## src/rtl/systolic_skew_feeder.sv

```systemverilog
// Buffers one N-beat job and replays it diagonally skewed onto the west/north edges of an NxN systolic array.
// Optional SKEW_FEEDER_ABORT_EN adds an abort input that returns the feeder to its reset state.
module systolic_skew_feeder #(
    parameter int WIDTH = 16,
    parameter int N     = 4
) (
    input  logic               clock,
    input  logic               nreset,
`ifdef SKEW_FEEDER_ABORT_EN
    input  logic               abort,
`endif
    input  logic               s_valid,
    output logic               s_ready,
    input  logic [N*WIDTH-1:0] s_a,
    input  logic [N*WIDTH-1:0] s_b,
    output logic [N*WIDTH-1:0] a_out,
    output logic [N*WIDTH-1:0] b_out,
    output logic               ena,
    output logic               busy,
    output logic               res_valid,
    input  logic               res_ack
);

    localparam int KW = $clog2(N);
    localparam int TW = $clog2(3*N-2);
    localparam logic [KW-1:0] KLAST = KW'(N-1);
    localparam logic [TW-1:0] TLAST = TW'(3*N-3);

    typedef enum logic [1:0] {IDLE, LOAD, STREAM, HOLD} state_t;

    state_t          state, state_nxt;
    logic [KW-1:0]   k;
    logic [TW-1:0]   t;
    logic [WIDTH-1:0] a_buf [N][N];   // [row i][beat k]
    logic [WIDTH-1:0] b_buf [N][N];   // [beat k][column j]
    logic            xfer;
    logic            clr;

`ifdef SKEW_FEEDER_ABORT_EN
    assign clr = abort;
`else
    assign clr = 1'b0;
`endif

    assign s_ready   = (state == IDLE) || (state == LOAD);
    assign ena       = (state == STREAM) || (state == HOLD);
    assign busy      = (state != IDLE);
    assign res_valid = (state == HOLD);
    assign xfer      = s_valid && s_ready;

    always_comb begin
        state_nxt = state;
        unique case (state)
            IDLE:    if (xfer) state_nxt = LOAD;
            LOAD:    if (xfer && (k == KLAST)) state_nxt = STREAM;
            STREAM:  if (t == TLAST) state_nxt = HOLD;
            HOLD:    if (res_ack) state_nxt = IDLE;
            default: state_nxt = IDLE;
        endcase
        if (clr) state_nxt = IDLE;
    end

    // Element A[i][kk] enters row i and B[kk][j] enters column j at stream cycle kk+lane.
    always_comb begin
        a_out = '0;
        b_out = '0;
        if (state == STREAM) begin
            for (int i = 0; i < N; i++) begin
                for (int kk = 0; kk < N; kk++) begin
                    if (int'(t) == i + kk) begin
                        a_out[i*WIDTH +: WIDTH] = a_buf[i][kk];
                        b_out[i*WIDTH +: WIDTH] = b_buf[kk][i];
                    end
                end
            end
        end
    end

    always_ff @(posedge clock or negedge nreset) begin
        if (!nreset) begin
            state <= IDLE;
            k     <= '0;
            t     <= '0;
            for (int i = 0; i < N; i++) begin
                for (int j = 0; j < N; j++) begin
                    a_buf[i][j] <= '0;
                    b_buf[i][j] <= '0;
                end
            end
        end else begin
            state <= state_nxt;
            if (clr) begin
                k <= '0;
                t <= '0;
                for (int i = 0; i < N; i++) begin
                    for (int j = 0; j < N; j++) begin
                        a_buf[i][j] <= '0;
                        b_buf[i][j] <= '0;
                    end
                end
            end else begin
                if (xfer) begin
                    for (int i = 0; i < N; i++) begin
                        a_buf[i][k] <= s_a[i*WIDTH +: WIDTH];
                        b_buf[k][i] <= s_b[i*WIDTH +: WIDTH];
                    end
                    k <= (k == KLAST) ? '0 : k + 1'b1;
                end
                if (state == STREAM) begin
                    t <= (t == TLAST) ? '0 : t + 1'b1;
                end
            end
        end
    end

endmodule

```

## config.mk

```make
export PLATFORM = sky130hd
export DESIGN_NAME = systolic_skew_feeder
export DESIGN_NICKNAME = d
export VERILOG_FILES = /design/src/rtl/systolic_skew_feeder.sv
export SDC_FILE = /design/constraint.sdc
export NUM_CORES = 1
export LEC_CHECK = 0
export CORE_ASPECT_RATIO = 0.9
export CORE_MARGIN = 2
export CORE_UTILIZATION = 52
export CTS_CLUSTER_SIZE = 30
export DETAILED_ROUTE_END_ITERATION = 8
export GPL_TIMING_DRIVEN = 0
export HOLD_SLACK_MARGIN = 0.03
export PLACE_DENSITY = 0.76
export SYNTH_ARGS = -nofsm -noshare
export SYNTH_HDL_FRONTEND = slang
export SYNTH_SLANG_ARGS = --single-unit
```

## constraint.sdc

```tcl
create_clock -name clock -period 2.2 [get_ports clock]
set_clock_uncertainty 0.05 [all_clocks]
set_input_delay 0.55 -clock clock [delete_from_list [all_inputs] [get_ports clock]]
set_output_delay 0.55 -clock clock [all_outputs]
set_load 0.05 [all_outputs]
```

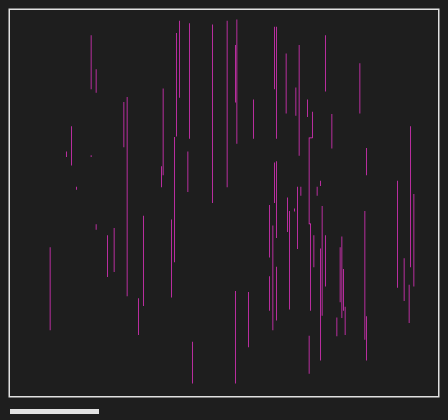
(met4 routing)
Bar = 50 um.
49 nets have wire on it. The layer carries 2550 um of wire. The wires run mostly vertical.
via count: 16900
Post-Route WL: 78800 um

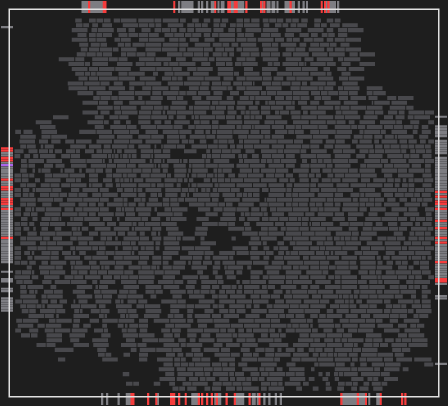
(ports around the boundary)
Pins as bars across the die edge, other pins in gray.
res_ack: drawn in purple, pins 1, direction input, edge left. s_a: drawn in red, pins 64, direction input, edge 24 bottom, 16 top, 12 right, 12 left.
Die H: 217 um
Port Buffer Count: 263
Horiz. Die Dim: 240 um

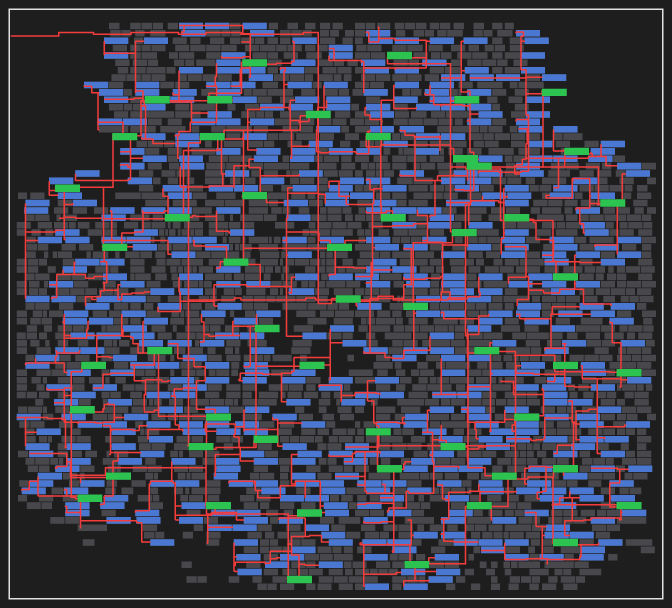
(routed clock nets over the placement)
clock-net drivers: drawn in green, count 52. clock wires: drawn in red, length 7000 um. flip-flops: drawn in blue, count 520.
Position of the flops: widely spread.
total clock network power: 0.00967 W
part of the power in the clock network: 17.5%
Latency at later pin: 600 ps

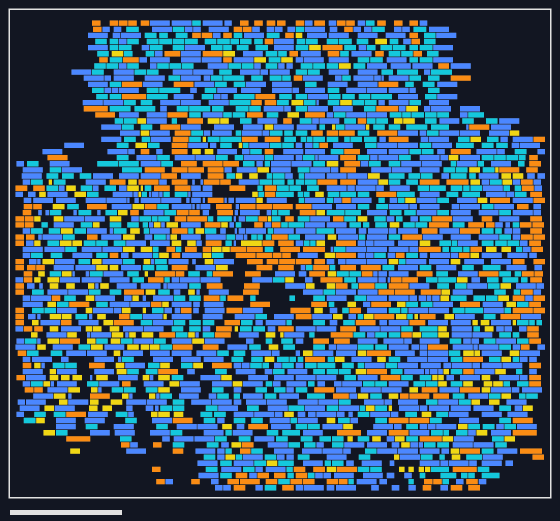
(drive-strength map)
Bar = 50 um.
x1 and smaller: drawn in blue, cells 870, share 40%, most used dfrtp_1. x2: drawn in yellow, cells 261, share 12%, most used mux2_2. x6 and larger: drawn in orange, cells 356, share 16%, most used buf_6. x3 and x4: drawn in cyan, cells 676, share 31%, most used mux2_4.
final instance area: 36000 sq um
nonclk buf count: 466
Area growth syn-to-layout: 37.7%
Setup WS post-layout: -848 ps

==> impl_metrics.csv <==
group,metric,value,unit
final_timing,hold_viol,81,
final_timing,rsz0062_at_grt,"yes",
floorplan,ios,264,
clocking,post_cts_resized,1079,
clocking,cts_sinks,520,
finish,num-fill-cells,2939,
pwr,pg_seq,0.0180,W
yosys,yosys_warnings,0,
final_timing,setup_tns,-166730,ps
placed_design,place_area,30400,sq um
drt,via_per_inst,5.96,
worst_setup_path,cp_top_family,"buffers and inverters",
worst_setup_path,path_cells,"buf_8 > buf_12 > clkbuf_16 > buf_12 > mux2i_1 > o22ai_1 > and2_2 > buf_4",
finish,nNetsFinal,2264,
hold_path,hold_class,"in2async",
yosys,avgSynthCellArea,14.9,sq um
worst_setup_path,cp_common_cell,"buf_12",
yosys,numSynthFlops,520,
worst_setup_path,slowest_stage,"dfrtp_1",
worst_setup_path,crit_type,"reg2out",
yosys,area_leaders,"dfrtp_1, mux2_4, mux2i_1",
pwr,total_power,0.0553,W
yosys,adder_share,0.383,%
global_route,grt_start_max_net_pins,126,
placed_design,hpwlAfterDp,47900,um
placed_design,globalplace.congestion,0.831,
pwr,p_comb,0.0277,W
floorplan,core-area,49400,sq um
drt,firstDrtPassIters,5,
placed_design,dp_slack,-1620,ps
yosys,ys_sh_simple,3.03,%
worst_setup_path,path_buffers,5,
yosys,yosys_most_used_dff,"dfrtp_1",
finish,post-route-util,72.8,%
yosys,async_flop_share,100,%
worst_setup_path,start_kind,"flop",
drt,wl_per_cell,27.7,um
placed_design,dp_cells,2687,
global_route,grt_pass1_vias,17700,
pwr,seqPwrFrac,32.5,%
final_timing,finalWorstSetupSlack,-848,ps
worst_setup_path,cpPeakStageDelay,410,ps
clocking,clk_pin_slew_worst_paths,70,ps
yosys,ys_cells,1749,
pwr,power.leakage,16.7,nW
pwr,p_int,0.0357,W
clocking,cts-root-buf,"clkbuf_16",
floorplan,chipArea,52100,sq um
worst_setup_path,end_kind,"primary output",
clocking,cts_htree_levels,2,
final_timing,fmax,0.328,GHz
worst_setup_path,cp_data_required_time,1600,ps
drt,ant_nets,0,
global_route,grt_use_total,28.2,%
final_timing,holdWs,-107,ps
final_timing,setup_viol,619,
yosys,synth_area_leader_cell,"dfrtp_1",
clocking,cts_buffers,52,
outcome,status,"complete, but fails checks",
yosys,top_cell,"dfrtp_1",
pwr,p_comb_share,50.0,%
final_timing,tightest_slew,701,ps
clocking,post_cts_buffers,7,
pwr,p_sw,0.0197,W
yosys,synth.distinct_cells,46,
clocking,cts_buffer_depth,3,
yosys,edf_count,0,
finish,final_cell_mix,"dfrtp_1, mux2_4, clkdlybuf4s50_1, buf_6, mux2i_1",
outcome,violations,"hold timing, setup timing",
drt,drc,0,
yosys,yosys.area.top_type_share,49.8,%
yosys,synthTopLogicFamily,"multiplexers",
worst_setup_path,r2r_cells,9,
pwr,switching_share,35.5,%
## area by class of cell
class                   instances  area, sq um  share of cell area (%)
diodes                          8         20.0                  0.0557
plain buffers                 139         2240                    6.22
clock buffers                  75         1550                    4.31
clock inverters                18          273                   0.758
inverters                       6         22.5                  0.0626
multi-input cells            1078        14000                    38.9
flip-flops and latches        520        13000                    36.2
well taps                     671          840                    2.33
repair buffers                327         4010                    11.2
## layer usage
metal	wire [um]	vias to the layer above	global-route usage (%)
li1	-	7185	-
met1	34300	9008	40.9
met2	37000	578	43.1
met3	4930	161	4.62
met4	2550	12	9.65
met5	75	-	0
## state kept, by name, summed over array words and instances, names as in the netlist
signal,count
a_buf,256
b_buf,256
t,4
k,2
state,2
No activity file was given, so power comes from the tool's default toggle rates.
